===== config.mk =====
export PLATFORM = sky130hd
export DESIGN_NAME = ringoscillator_freqmeter
export DESIGN_NICKNAME = d
export VERILOG_FILES = /design/src/rtl/ringoscillator_pkg.sv /design/src/rtl/ringoscillator_prescaler.sv /design/src/rtl/ringoscillator_freqmeter.sv
export SDC_FILE = /design/constraint.sdc
export NUM_CORES = 1
export LEC_CHECK = 0
export CAP_MARGIN = 20
export CORE_MARGIN = 5
export CORE_UTILIZATION = 45
export DETAILED_ROUTE_END_ITERATION = 10
export PLACE_DENSITY = 0.69
export SKIP_CTS_REPAIR_TIMING = 1
export SLEW_MARGIN = 25
export SYNTH_ARGS = -nofsm -noshare
export SYNTH_HDL_FRONTEND = slang
export SYNTH_SLANG_ARGS = --single-unit
export TNS_END_PERCENT = 30

===== constraint.sdc =====
create_clock -name clk -period 2.4 [get_ports clk]
set_input_delay 0.48 -clock clk [delete_from_list [all_inputs] [get_ports clk]]
set_output_delay 0.48 -clock clk [all_outputs]
set_load 0.05 [all_outputs]

===== src/rtl/ringoscillator_pkg.sv =====
// Shared FSM encoding and timing constants for the ring-oscillator frequency meter.
package ringoscillator_pkg;

  localparam int SETTLE_CYCLES = 4;

  localparam logic [1:0] ST_IDLE   = 2'd0;
  localparam logic [1:0] ST_SETTLE = 2'd1;
  localparam logic [1:0] ST_GATE   = 2'd2;
  localparam logic [1:0] ST_HOLD   = 2'd3;

  // Down-counter width large enough to hold the longer of the two load values.
  function automatic int timer_width(input int gate_cycles);
    int n;
    n = (gate_cycles > SETTLE_CYCLES) ? gate_cycles : SETTLE_CYCLES;
    return (n <= 2) ? 1 : $clog2(n);
  endfunction

endpackage


===== src/rtl/ringoscillator_prescaler.sv =====
// Free-running divider clocked by the ring oscillator; the MSB toggles at
// osc_in / 2**PRESCALE_LOG2. Only used when RINGOSC_FREQMETER_PRESCALER_EN is defined.
module ringoscillator_prescaler #(
  parameter int PRESCALE_LOG2 = 4
) (
  input  logic i_osc,
  output logic o_div
);

  // No reset: rst_n lives in the clk domain, so only a power-up value is given.
  logic [PRESCALE_LOG2-1:0] r_cnt = '0;

  always_ff @(posedge i_osc) begin
    r_cnt <= r_cnt + 1'b1;
  end

  assign o_div = r_cnt[PRESCALE_LOG2-1];

endmodule


===== src/rtl/ringoscillator_freqmeter.sv =====
// Gated rising-edge counter for an asynchronous ring-oscillator output.
// Optional osc_in prescaler enabled by defining RINGOSC_FREQMETER_PRESCALER_EN.
//
// state  | meaning
// IDLE   | waiting for start; result holds the last count
// SETTLE | 4 cycles flushing the synchronizer, edges discarded
// GATE   | counting synchronized rising edges for GATE_CYCLES cycles
// HOLD   | result_valid high until result_ready
//
// Inputs faster than one period per 3 clk cycles undercount; this is not detected.
module ringoscillator_freqmeter
  import ringoscillator_pkg::*;
#(
  parameter int GATE_CYCLES   = 1024,
  parameter int COUNT_WIDTH   = 16,
  parameter int PRESCALE_LOG2 = 4
) (
  input  logic                   clk,
  input  logic                   rst_n,
  input  logic                   osc_in,
  input  logic                   start,
  output logic                   busy,
  output logic [COUNT_WIDTH-1:0] result,
  output logic                   result_valid,
  input  logic                   result_ready,
  output logic                   overflow
);

  localparam int                 TIMER_W     = timer_width(GATE_CYCLES);
  localparam logic [TIMER_W-1:0] SETTLE_LOAD = TIMER_W'(SETTLE_CYCLES - 1);
  localparam logic [TIMER_W-1:0] GATE_LOAD   = TIMER_W'(GATE_CYCLES - 1);

  generate
    if (GATE_CYCLES < 1 || COUNT_WIDTH < 4 || PRESCALE_LOG2 < 1) begin : g_bad_param
      $error("ringoscillator_freqmeter: parameter out of range");
    end
  endgenerate

  logic                   w_meas;
  logic                   w_rise;
  logic                   w_tc;
  logic                   w_sat;
  logic                   r_sync1;
  logic                   r_sync2;
  logic                   r_hist;
  logic [1:0]             r_state;
  logic [TIMER_W-1:0]     r_timer;
  logic [COUNT_WIDTH-1:0] r_count;
  logic                   r_overflow;

`ifdef RINGOSC_FREQMETER_PRESCALER_EN
  ringoscillator_prescaler #(
    .PRESCALE_LOG2(PRESCALE_LOG2)
  ) u_prescaler (
    .i_osc(osc_in),
    .o_div(w_meas)
  );
`else
  assign w_meas = osc_in;
`endif

  always_ff @(posedge clk) begin
    if (!rst_n) begin
      r_sync1 <= 1'b0;
      r_sync2 <= 1'b0;
      r_hist  <= 1'b0;
    end else begin
      r_sync1 <= w_meas;
      r_sync2 <= r_sync1;
      r_hist  <= r_sync2;
    end
  end

  assign w_rise = r_sync2 & ~r_hist;
  assign w_tc   = (r_timer == '0);
  assign w_sat  = &r_count;

  always_ff @(posedge clk) begin
    if (!rst_n) begin
      r_state    <= ST_IDLE;
      r_timer    <= '0;
      r_count    <= '0;
      r_overflow <= 1'b0;
    end else begin
      case (r_state)
        ST_IDLE: begin
          if (start) begin
            r_state    <= ST_SETTLE;
            r_timer    <= SETTLE_LOAD;
            r_count    <= '0;
            r_overflow <= 1'b0;
          end
        end
        ST_SETTLE: begin
          if (w_tc) begin
            r_state <= ST_GATE;
            r_timer <= GATE_LOAD;
          end else begin
            r_timer <= r_timer - 1'b1;
          end
        end
        ST_GATE: begin
          // Saturate rather than wrap; overflow flags the lost edges.
          if (w_rise) begin
            if (w_sat) r_overflow <= 1'b1;
            else       r_count    <= r_count + 1'b1;
          end
          if (w_tc) r_state <= ST_HOLD;
          else      r_timer <= r_timer - 1'b1;
        end
        ST_HOLD: begin
          if (result_ready) r_state <= ST_IDLE;
        end
        default: r_state <= ST_IDLE;
      endcase
    end
  end

  assign busy         = (r_state != ST_IDLE);
  assign result_valid = (r_state == ST_HOLD);
  assign result       = r_count;
  assign overflow     = r_overflow;

endmodule


**Metal 3**

Scale bar: 20 um.
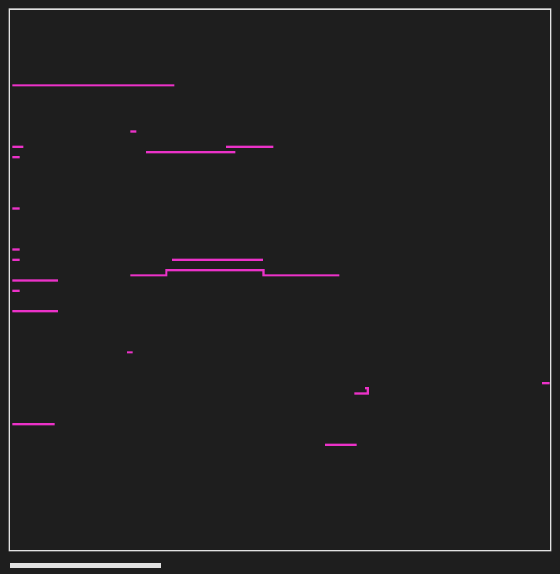
wire length on this layer: 108 um
main direction: horizontal
vias: 1539
met3 global-route usage: 0.03366

**Clock nets**

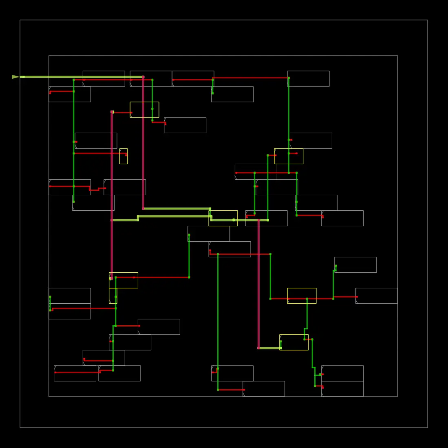
# clk buffers: 8
Clock Skews: 0.007602 ns
Num CTS Buffers: 5
later-pin clock latency in the skew report: 0.29 ns
clock sinks: 32

**M1 wires**

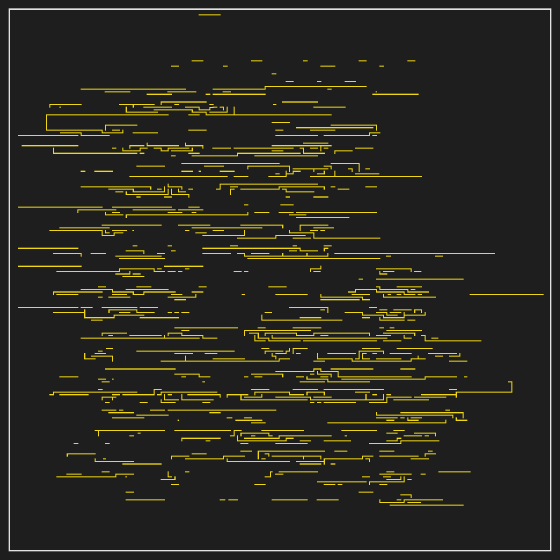
main direction: horizontal
share of all routed wire: 49%
longest straight run: 21.2 um
wire length on this layer: 1860 um
nets with wire on the layer: 226
met1 GRT Util: 0.2084
Routed Wire Length: 3807 um

**Routed metal per tile**

Scale bar: 20 um. 14 x 14 tiles, from dark blue (low) to red (high), scaled to the fullest tile. Values are wire area over tile area, all layers added.
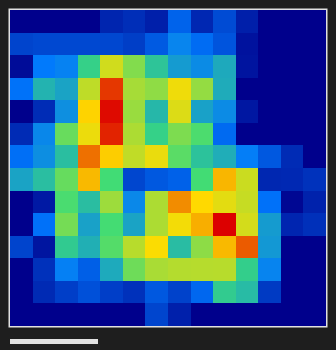
nearly empty tiles: 25%
tiles over half the peak: 28%
fullest tile: 0.39
emptiest ninth of the die: north-east
mean over tiles: 0.12
total track usage: 0.1592
WL/cell: 13.60 um

**Placement by cell class**

Fill, decap, tap and diode cells in grey.
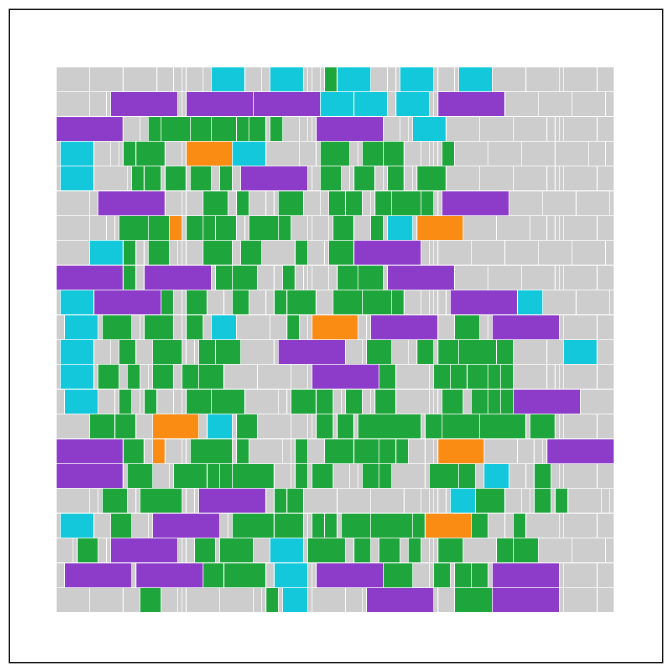
| colour | class | cells | share of their area |
|---|---|---|---|
| orange | clock drivers and dummy loads | 8 | 4.4% |
| cyan | other buffers and delay cells | 29 | 13% |
| green | combinational and other logic | 163 | 51% |
| purple | flops | 32 | 32% |
Core Region: 3661 sq um
Layout Utilization: 0.5718
Rows: 22
flop share of the area: 0.3060

==> CHANGELOG.md <==
### Changed

- # DRC: 0
- Synth Seq Share: 0.3762
- Max-slew violation count: 0
- Filler cells: 364
- Hold slack: 0.4382 ns
- Worst r2r src: r_timer[0]
- Hpwl dp: 2720 um
- Maximum clock frequency: 463.8 MHz
- Clock Tree Root: clkbuf_8
- Non-clock buffers: 29
- Largest class: combinational gates
- Vias per std cell: 5.496
- Tcrit/Tclk final: 0.8985
- Crit path launch type: flop
- Number of global-route vias before repair: 1502
- Slew margin rel.: 0.6007
- Status: complete, no violations
- Worst-margin pin slew: 0.5935 ns
- Post-placement worst setup slack: 0.2028 ns
- First-pass GRT wire length: 6617 um
- Routed Antenna Nets: 0
- Synth top area share: 0.3762
- Final Critical Period: 2.156 ns
- Area post-placement: 2003 sq um
- I/O Pins: 24
- Crit path DAT: 2.33 ns
- Yosys cell count: 201
- CTS tree: done
- GRT Residual Overflow: 0
- Flop Count: 32
- Maxcap violations: 0
- Cells after synthesis: 201
- Die area: 5114 sq um
- Critical path class: flop to flop
- Slowest Stage Delay on Critical Path: 0.51 ns
-- sequential cells by signal, indices dropped and copies added, names as in the netlist --
signal / count
r_timer: 10
r_hist: 1
result: 16
r_sync2: 1
overflow: 1
r_sync1: 1
r_state: 2
-- critical path, delay by kind of cell (launching register included) --
| family | cells | cell delay [ns] |
|---|---|---|
| simple gates | 2 | 0.81 |
| buf+inv | 1 | 0.06 |
| compound gates | 3 | 0.59 |
| flops | 1 | 0.34 |
| fa+ha+maj | 1 | 0.23 |
-- logic make-up after synthesis --
logic type,Yosys count,synth area share
AND-OR/OR-AND,45,0.1859
AND/OR/NAND/NOR,93,0.2961
flip-flops,32,0.3762
adder cells (fa/ha/maj),6,0.04408
XOR/XNOR,10,0.05144
buffers and inverters,13,0.03454
multiplexers,2,0.01176
-- layer usage --
metal,global-route usage,part of all wire,vias up
met5,0,0,-
met3,0.03366,0.028,7
met1,0.2084,0.49,712
met2,0.2490,0.46,23
li1,-,-,797
met4,0.07516,0.019,0
-- power breakdown --
part / internal (uW) / switching (uW)
Clock: 234 / 195
Combinational: 412 / 575
Sequential: 597 / 70.0
Total: 1240 / 840
-- path summary, 6_finish.rpt --
check / end / cells past startpoint
max reg2reg: r_timer[7] / 7
min: r_sync2 / 1
max: r_timer[7] / 7
min reg2reg: r_sync2 / 1
-- cells in the final DEF, fill, tap and decap left out, drive strengths merged, types with 3 or more instances in the layout --
master,count
o221a,4
o31ai,3
a21oi,11
a21boi,4
inv,7
a211oi,4
clkbuf,8
xor2,9
o21ai,7
o2111ai,4
nor3,4
clkdlybuf4s50,22
and3,4
dfxtp,32
buf,7
nand2,11
and2,6
nor2,25
nor2b,3
nand4,10
nand3,14
ha,6
No activity file was given, so power comes from the tool's default toggle rates.
